$ cat src/rtl/ram_arbiter_pkg.sv
// Shared types and constants for the RAM arbiter slice.
package ram_arbiter_pkg;

  localparam int unsigned RAM_DEPTH = 256;

  typedef logic [7:0] ram_addr_t;
  typedef logic [7:0] ram_data_t;

  typedef enum logic {
    CLEAR = 1'b0,
    ARB   = 1'b1
  } arb_state_t;

endpackage

$ cat src/rtl/ram_arbiter_rr_pick.sv
// Combinational round-robin picker: first set request after 'last', wrapping.
module rr_pick #(
  parameter int unsigned NREQ = 2,
  parameter int unsigned IW   = (NREQ > 1) ? $clog2(NREQ) : 1
) (
  input  logic [NREQ-1:0] req,
  input  logic [IW-1:0]   last,
  output logic [NREQ-1:0] gnt,
  output logic [IW-1:0]   win_idx,
  output logic            found
);

  // Scan offsets 1..NREQ from last so that last itself has lowest priority.
  always_comb begin
    int unsigned idx;
    gnt     = '0;
    win_idx = '0;
    found   = 1'b0;
    idx     = 0;
    for (int unsigned k = 1; k <= NREQ; k++) begin
      idx = (32'(last) + k) % NREQ;
      if (!found && req[idx]) begin
        found    = 1'b1;
        gnt[idx] = 1'b1;
        win_idx  = IW'(idx);
      end
    end
  end

endmodule

$ cat src/rtl/ram_arbiter.sv
// Round-robin arbiter and post-reset initialiser for the 256x8 single-port RAM.
module ram_arbiter
  import ram_arbiter_pkg::*;
#(
  parameter int unsigned NREQ      = 2,
  parameter int unsigned DEPTH     = RAM_DEPTH,
  parameter ram_data_t   CLEAR_VAL = 8'h00
) (
  input  logic                 clk,
  input  logic                 rst,
  input  logic [NREQ-1:0]      req,
  input  logic [NREQ-1:0]      we_i,
  input  ram_addr_t [NREQ-1:0] addr_i,
  input  ram_data_t [NREQ-1:0] wdata_i,
  output logic [NREQ-1:0]      gnt,
  output logic [NREQ-1:0]      rvalid,
  output ram_data_t            rdata,
  output logic                 busy,
  output logic                 ram_ena,
  output logic                 ram_we,
  output ram_addr_t            ram_addr,
  output ram_data_t            ram_din,
  input  ram_data_t            ram_dout
);

  localparam int unsigned IW = (NREQ > 1) ? $clog2(NREQ) : 1;

  arb_state_t      state_q, state_d;
  ram_addr_t       clr_cnt_q;
  logic [IW-1:0]   last_q;
  logic [NREQ-1:0] rvalid_q;

  logic [NREQ-1:0] pick_gnt;
  logic [IW-1:0]   win_idx;
  logic            found;

  rr_pick #(
    .NREQ (NREQ),
    .IW   (IW)
  ) u_pick (
    .req     (req),
    .last    (last_q),
    .gnt     (pick_gnt),
    .win_idx (win_idx),
    .found   (found)
  );

  // Next state and RAM pin muxing; everything is held quiet while rst is high.
  always_comb begin
    state_d  = state_q;
    gnt      = '0;
    busy     = 1'b0;
    ram_ena  = 1'b0;
    ram_we   = 1'b0;
    ram_addr = '0;
    ram_din  = '0;
    if (rst) begin
      busy = 1'b1;
    end else begin
      case (state_q)
        CLEAR: begin
          busy     = 1'b1;
          ram_ena  = 1'b1;
          ram_we   = 1'b1;
          ram_addr = clr_cnt_q;
          ram_din  = CLEAR_VAL;
          if (clr_cnt_q == ram_addr_t'(DEPTH - 1)) state_d = ARB;
        end
        ARB: begin
          if (found) begin
            gnt      = pick_gnt;
            ram_ena  = 1'b1;
            ram_we   = we_i[win_idx];
            ram_addr = addr_i[win_idx];
            ram_din  = wdata_i[win_idx];
          end
        end
        default: state_d = CLEAR;
      endcase
    end
  end

  // State, clear counter, round-robin pointer and read-valid tracking.
  always_ff @(posedge clk) begin
    if (rst) begin
      state_q   <= CLEAR;
      clr_cnt_q <= '0;
      last_q    <= IW'(NREQ - 1);
      rvalid_q  <= '0;
    end else begin
      state_q <= state_d;
      if (state_q == CLEAR) clr_cnt_q <= clr_cnt_q + 8'd1;
      if (gnt != '0) last_q <= win_idx;
      rvalid_q <= gnt & ~we_i;
    end
  end

  assign rvalid = rvalid_q;
  assign rdata  = ram_dout;

endmodule

$ cat config.mk
export PLATFORM = sky130hd
export DESIGN_NAME = ram_arbiter
export DESIGN_NICKNAME = d
export VERILOG_FILES = /design/src/rtl/ram_arbiter_pkg.sv /design/src/rtl/ram_arbiter_rr_pick.sv /design/src/rtl/ram_arbiter.sv
export SDC_FILE = /design/constraint.sdc
export NUM_CORES = 1
export LEC_CHECK = 0
export ABC_AREA = 1
export CELL_PAD_IN_SITES_DETAIL_PLACEMENT = 1
export CELL_PAD_IN_SITES_GLOBAL_PLACEMENT = 1
export CORE_MARGIN = 2
export CORE_UTILIZATION = 23
export CTS_BUF_LIST = sky130_fd_sc_hd__clkbuf_16
export DETAILED_ROUTE_END_ITERATION = 6
export GPL_TIMING_DRIVEN = 0
export HOLD_SLACK_MARGIN = 0.08
export PLACE_DENSITY = 0.84
export SYNTH_ARGS = -nofsm -noshare
export SYNTH_HDL_FRONTEND = slang
export SYNTH_HIERARCHICAL = 1
export SYNTH_SLANG_ARGS = --single-unit
$ cat constraint.sdc
create_clock -name clk -period 1.9 [get_ports clk]
set_input_delay 0.285 -clock clk [delete_from_list [all_inputs] [get_ports clk]]
set_output_delay 0.285 -clock clk [all_outputs]
set_load 0.02 [all_outputs]
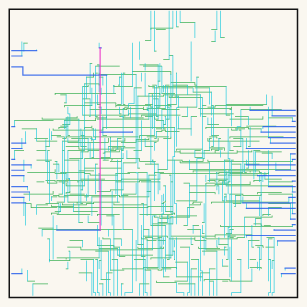
Figure 1: run 1, wiring by layer.
Scale: 4 px per um.
colour	layer	wire length
green	M1	1740 um
blue	M3	242 um
magenta	M4	45.6 um
cyan	M2	1830 um
wire per inst: 12.4 um
All-Layer GR Usage: 16.1%
wirelength, routed: 3850 um
vias: 1412

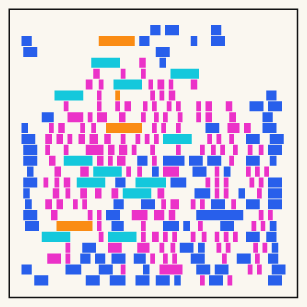
Figure 2: run 1, cells coloured by class.
Scale: 4 px per um.
colour	class	cells	share of their area
magenta	remaining logic cells	158	40%
blue	remaining buffers and delay cells	85	42%
orange	clock drivers and dummy loads	4	4.4%
cyan	registers	12	13%
cell area after layout: 1870 um^2
Finished Core Util: 42.7%
core region area: 4380 um^2
Rows: 24

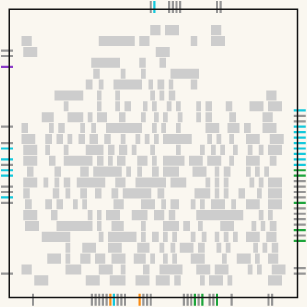
Figure 3: run 1, pin map.
Scale: 4 px per um. Pins as bars across the die edge, other pins in grey.
colour	port	pins	direction	edge
cyan	`addr_i`	16	input	9 right, 5 left, 1 bottom, 1 top
purple	`clk`	1	input	left
green	`ram_din`	8	output	5 right, 3 bottom
orange	`rvalid`	2	output	bottom
# port buffers: 68
Die W: 71.7 um
die y size: 71.7 um

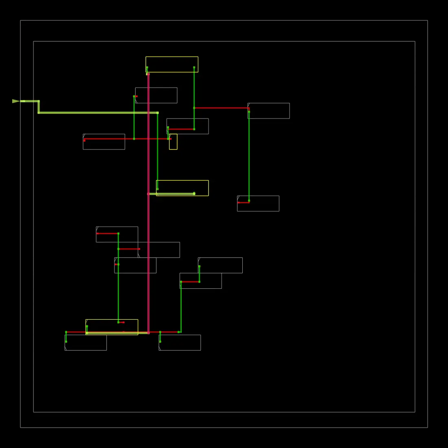
Figure 4: run 1, clock wiring as the flow saved it.
seq_cells: 12
clock network power: 398 uW
Sink Count: 12
Clock Skew: 0.00110 ns

-- run 1: layout make-up --
class                      count  share of cell area, %
tap                           52                   3.48
multi-input combinational    135                   33.8
clock buffer                   3                   4.01
sequential                    12                   12.9
clock inverter                 1                  0.201
inverter                      23                   4.75
buffer                        15                   6.89
timing repair buffer          70                   34.0
-- run 1: final timing paths --
check	to	slack, ns	cells past startpoint
worst min-delay path	rvalid[1]$_SDFF_PP0_	0.50	4
worst min register to register	last_q$_SDFFE_PP1P_	0.51	2
worst max register to register	clr_cnt_q[6]$_SDFFE_PP0N_	0.73	7
worst max-delay path	busy	0.08	5
-- run 1: cell families after synthesis --
| family | synth area share, % |
|---|---|
| simple gates | 41.4 |
| compound gates | 15.2 |
| buf+inv | 19.4 |
| flops | 22.8 |
| fa+ha+maj | 1.19 |
-- run 1: sequential cells by signal, summed over array words and instances (netlist names) --
| name | flops |
|---|---|
| clr_cnt_q | 8 |
| last_q | 1 |
| rvalid | 2 |
| state_q | 1 |
-- run 1: cells in the mapped netlist --
cell	number	area (um^2)
nor2_2	1	6.26
nor2_1	30	113
buf_6	3	33.8
inv_1	20	75.1
or2_1	2	12.5
nand2_2	2	12.5
o21ai_0	14	70.1
nand2_1	57	214
nor2_4	2	22.5
a21oi_1	15	75.1
dfxtp_1	12	240
inv_2	3	11.3
nor3_2	2	20.0
o21bai_1	1	7.51
nand3_1	4	20.0
o211ai_1	1	7.51
ha_1	1	12.5
nor3_1	2	10.0
clkbuf_1	1	3.75
buf_2	1	5.00
nand4_1	1	6.26
buf_4	10	75.1
-- run 1: critical path, cell delays in order --
cell and delay (ns):
clkdlybuf4s50_1 0.54, inv_1 0.07, clkbuf_4 0.18, nand2_1 0.10, dlygate4sd2_1 0.35
==> reports/metrics.csv, run 1 <==
stage,metric,value,unit
grt,grt.overflow.total,0,
clock_tree,cts_hold_buffers,0,
timing,grt_setup_unrepaired,yes,
layout,lay_top_count,nand2_1,
floorplanning,io_pins,77,
pwr,fin_total_pwr,893,uW
yosys,synth_cell_types,22,
grt,grt_max_degree,11,
pwr,combPwrFrac,25.9,%
pwr,swShare,24.9,%
clock_tree,htree_levels,1,
yosys,ys_chip_area,1050,um^2
timing,slew_headroom,80.6,%
layout,ff_latch_area,241,um^2
grt,grt_use_met3,3.52,%
setup_path,critPathMaxFanout,10,
timing,hold_viol,0,
clock_tree,clk_pin_slew,0.04,ns
placement,hpwl,2980,um
route,met2_length,1830,um
clock_tree,cts_tree,built,
pwr,p_comb,231,uW
clock_tree,cts_resized,74,
yosys,syn_area_per_cell,5.69,um^2
clock_tree,cts.path.max_buffers,2,
route,wl_met3,241,um
pwr,peakVddDrop,512,uV
floorplanning,chip_area,5140,um^2
timing,slew_violations,0,
grt,grt_pass1_vias,1471,
grt,global_route.usage.met1,19.9,%
yosys,yosysWarnings,6,
timing,period_minus_slack,1.82,ns
route,drt_iter0_markers,39,
clock_tree,cts_made_buffers,3,
route,m1WireLength,1740,um
placement,placed_area,1800,um^2
grt,grt_pass1_wl,6560,um
yosys,synth_area,1050,um^2
yosys,syn_inst,185,
timing,fin_ws,0.0799,ns
worst_hold_path,hp-class,in2reg,
grt,busiest_layer,met2,
run_status,status,completed,
pwr,cellLeakagePower,0.905,nW
run,maxCapViolations,0,
timing,hold_ws,0.501,ns
setup_path,arrival,1.54,ns
yosys,syn-num-nets,232,
yosys,synth_flops,12,
layout,final_nets,307,
yosys,ys_cells,185,
timing,max_freq,0.549,GHz
setup_path,startpoint,rst,
clock_tree,insertion_delay,0.25,ns
placement,dp_slack,-0.661,ns
pwr,seq-power,264,uW
setup_path,path_class,in2out,
setup_path,worst_ep_required_time,1.62,ns
layout,final_layout_top_logic_cells,"nand2_1 (57), clkdlybuf4s50_1 (45), nor2_1 (30)",
route,drt-pass1-iter-count,2,
setup_path,worstSetupStartpointType,input pin,
timing,worstMarginPinSlew,0.291,ns
worst_hold_path,min-delay-start,req[0],
setup_path,critPathCaptureType,output port,
grt,grt_antenna_before_repair,0,
run,warnings,27,
route,maxUsedRoutingLayer,met4,
pwr,p_per_area,477,nW/um^2
pwr,p_switching,222,uW
layout,syn2layout_area_growth,77.7,%
layout,n_antenna_cell,0,
grt,use_met2,27.4,%
Figure 5. Cell density map (run 1).
Scale: 4 px per um. The die is cut into 7 by 7 equal tiles; black is low, pale yellow is high, 0 to 100% covered.
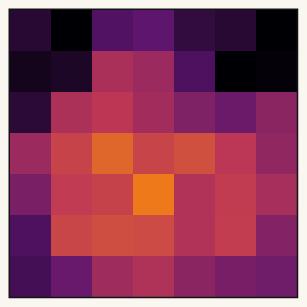

--- run 2 (diff from run 1) ---
--- a/config.mk
+++ b/config.mk
@@ -8,7 +8,7 @@
 export ABC_AREA = 1
 export CELL_PAD_IN_SITES_DETAIL_PLACEMENT = 1
 export CELL_PAD_IN_SITES_GLOBAL_PLACEMENT = 1
-export CORE_MARGIN = 2
+export CORE_MARGIN = 10
 export CORE_UTILIZATION = 23
 export CTS_BUF_LIST = sky130_fd_sc_hd__clkbuf_16
 export DETAILED_ROUTE_END_ITERATION = 6
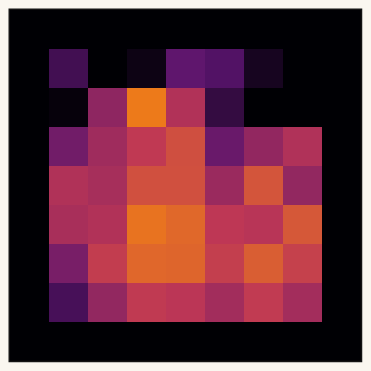
Figure 6: run 2, cell density map.
Scale: 4 px per um. The die is cut into 9 by 9 equal tiles; black is low, pale yellow is high, 0 to 100% covered.
mean over tiles	24%
nearly empty tiles	46%
densest ninth of the die	centre
fullest tile	70%
emptiest ninth of the die	upper right
Finished Core Util: 43.6%
fp util: 24.0%

==> run 2 against run 1 <==
Compared with the run above: power decreased by 0.95%; register-to-register slack hardly changed; first-iteration DRC count shrank 31%; count of clock-buffer cells in the layout did not move; maximum frequency is 2.4% lower; setup slack worse by 0.044 ns; clock skew about the same; sequential power about the same; critical endpoint is now ram_ena.
==> reports/metrics.csv, run 2 <==
stage,metric,value,unit,change
route,wl,4600,um,+19%
floorplanning,chipHeight,87.7,um,+22%
pwr,fin_total_pwr,885,uW,-0.95%
yosys,ys_cells,185,,unchanged
timing,clock-skew-final,0.000730,ns,-0.000371 ns
pwr,p_switching,217,uW,-2.5%
worst_hold_path,holdPathEnd,last_q$_SDFFE_PP1P_,,
timing,max_freq,0.536,GHz,-2.4%
worst_hold_path,holdPathStages,2,,-2
yosys,ys_top_cells_by_count,"nand2_1 (57), nor2_1 (30), inv_1 (20)",,
pwr,p_per_area,463,nW/um^2,-2.9%
placement,port-buffer-count,68,,unchanged
setup_path,critPathMaxFanout,10,,unchanged
placement,place.gp.congestion,0.785,,
layout,final_layout_top_logic_cells,"nand2_1 (57), clkdlybuf4s50_1 (45), nor2_1 (30)",,
setup_path,critPathCaptureType,output port,,
yosys,synth_adder_area_share,1.19,%,unchanged
clock_tree,insertion_delay,0.24,ns,about the same
floorplanning,io_pins,77,,unchanged
route,maxUsedRoutingLayer,met4,,
layout,ff_latch_area,241,um^2,unchanged
layout,syn2layout_area_growth,81.2,%,
grt,grt_pass1_wl,7230,um,+10%
setup_path,arrival,1.58,ns,+0.04 ns
timing,slew_violations,0,,unchanged
yosys,yosysWarnings,6,,unchanged
setup_path,ff2ff_path_depth,7,,unchanged
yosys,mux_area_share,0,%,unchanged
yosys,netlist.area_leader.share,22.8,%,unchanged
pwr,combPwrFrac,26.3,%,+0.4 points
pwr,cellLeakagePower,0.891,nW,-1.6%
floorplanning,die_w,87.7,um,+22%
yosys,syn_area_per_cell,5.69,um^2,unchanged
pwr,swShare,24.5,%,-0.39 points
placement,hpwl,3650,um,+22%
clock_tree,cts.sinks,12,,unchanged
timing,period_minus_slack,1.86,ns,+0.0444 ns
pwr,peakVddDrop,250,uV,-51%
yosys,syn_inst,185,,unchanged
route,ant_nets,0,,
yosys,synth_area,1050,um^2,unchanged
grt,global_route.usage.met1,13.9,%,-6.0 points
floorplanning,rows,24,,unchanged
yosys,post-synth-top-area-cell,dfxtp_1,,
route,route.vias.total,1390,,-1.6%
setup_path,worstSetupStartpointType,input pin,,
floorplanning,core,4380,um^2,unchanged
clock_tree,cts_tree,built,,
yosys,topCellsByArea,"dfxtp_1 (23%), nand2_1 (20%), nor2_1 (11%)",,
route,routedWlPerCell,14.8,um,+19%
run_status,status,completed,,
clock_tree,htree_levels,1,,unchanged
setup_path,worst_ep_required_time,1.62,ns,about the same
clock_tree,clk_pin_slew,0.04,ns,about the same
layout,largest_register_ffs,8,,unchanged
route,m1WireLength,2100,um,+21%
yosys,logic_family,simple AND/OR/NAND/NOR gates,,
pwr,p_comb,233,uW,about the same
timing,hold_viol,0,,unchanged
layout,lay_top_count,nand2_1,,
yosys,synth_cell_types,22,,unchanged
clock_tree,cts.path.max_buffers,2,,unchanged
grt,grt.overflow.total,0,,unchanged
grt,grt_max_degree,11,,unchanged
route,drt-pass1-iter-count,4,,+2
clock_tree,cts_made_buffers,3,,unchanged
grt,grt_use_met3,2.88,%,-0.64 points
layout,fillers,593,,
yosys,edf_count,0,,unchanged
yosys,ys_sh_xor,0,%,unchanged
grt,use_met2,20.0,%,-7.4 points
timing,worstMarginPinSlew,0.287,ns,-0.00426 ns
worst_hold_path,hp-class,reg2reg,,
run,warnings,26,,-3.7%
setup_path,r2r-start,clr_cnt_q[1]$_SDFFE_PP0N_,,
layout,regMostFlops,clr_cnt_q,,
grt,grt_pass1_vias,1419,,-3.5%
yosys,yosysMostFrequentCell,nand2_1,,
pwr,power_clock,387,uW,-3%
grt,busiest_layer,met2,,
yosys,simple_gate_share,41.4,%,unchanged
setup_path,r2r-end,clr_cnt_q[6]$_SDFFE_PP0N_,,
grt,grt_usage,11.6,%,-4.4 points
yosys,ff_type,dfxtp_1,,
timing,slew_headroom,80.9,%,+0.28 points
yosys,ys_chip_area,1050,um^2,unchanged
layout,n_antenna_cell,0,,unchanged
setup_path,path_class,in2out,,
route,met2_length,2200,um,+20%
run,maxCapViolations,0,,unchanged
pwr,seq-power,265,uW,about the same
yosys,aoi_share,15.2,%,unchanged
layout,final_nets,307,,unchanged
setup_path,regToRegSetupSlack,0.72,ns,about the same
timing,grt_setup_unrepaired,no,,
yosys,async_reset_ff_share,0,%,unchanged
route,drt_iter0_markers,27,,-31%
yosys,synth_flops,12,,unchanged
floorplanning,chip_area,7690,um^2,+50%
layout,logic_area,628,um^2,
worst_hold_path,min-delay-start,last_q$_SDFFE_PP1P_,,
grt,grt_antenna_before_repair,0,,unchanged
route,wl_met3,250,um,+3.7%
timing,hold_ws,0.510,ns,+0.00883 ns
yosys,syn-num-nets,232,,unchanged
run 2: what timing repair did:
| item | in CTS | in global routing |
|---|---|---|
| gates cloned | 1 | 1 |
| hold buffers | 0 | 0 |
| gates resized | 76 | 13 |
| pin swaps | 0 | 2 |
| setup endpoints to repair | 21 | 18 |
run 2: area by class of cell:
cell class | instances | share of cell area, %
sequential | 12 | 12.6
clock buffer | 3 | 3.93
timing repair buffer | 70 | 35.5
clock inverter | 1 | 0.197
multi-input combinational | 135 | 32.9
buffer | 15 | 6.75
inverter | 23 | 4.65
tap | 52 | 3.41
run 2: metrics by stage:
stage	cells	instance area, um^2	setup slack, ns	utilization (%)
after floorplan	185	1050	0.350	-
after global placement	305	1800	-0.646	41.0
after detailed placement	305	1800	-0.658	41.0
after CTS	310	1910	0.0113	43.7
after global routing	311	1910	0.00130	43.6
final	311	1910	0.0354	43.6
run 2: cells by family after synthesis:
family / count (synthesis)
adder cells (fa/ha/maj): 1
AND-OR/OR-AND: 31
flip-flops: 12
buffers and inverters: 38
AND/OR/NAND/NOR: 103
run 2: critical path, stage by stage:
cell and delay (ns):
clkdlybuf4s50_1 0.48, clkbuf_2 0.25, a21oi_1 0.19, dlygate4sd2_1 0.37
run 2: worst max path at each step:
stage | start | to | slack, ns | cells after the start
2_1_floorplan | last_q$_SDFFE_PP1P_ | ram_addr[6] | 0.35 | 7
3_3_place_gp | req[1] | ram_addr[6] | -0.65 | 10
3_5_place_dp | req[0] | ram_addr[5] | -0.66 | 8
4_1_cts | last_q$_SDFFE_PP1P_ | ram_din[6] | 0.01 | 9
5_1_grt | req[1] | ram_addr[6] | 0.001 | 10
6_report | rst | ram_ena | 0.04 | 4
Power is estimated from default activity; no workload was simulated.
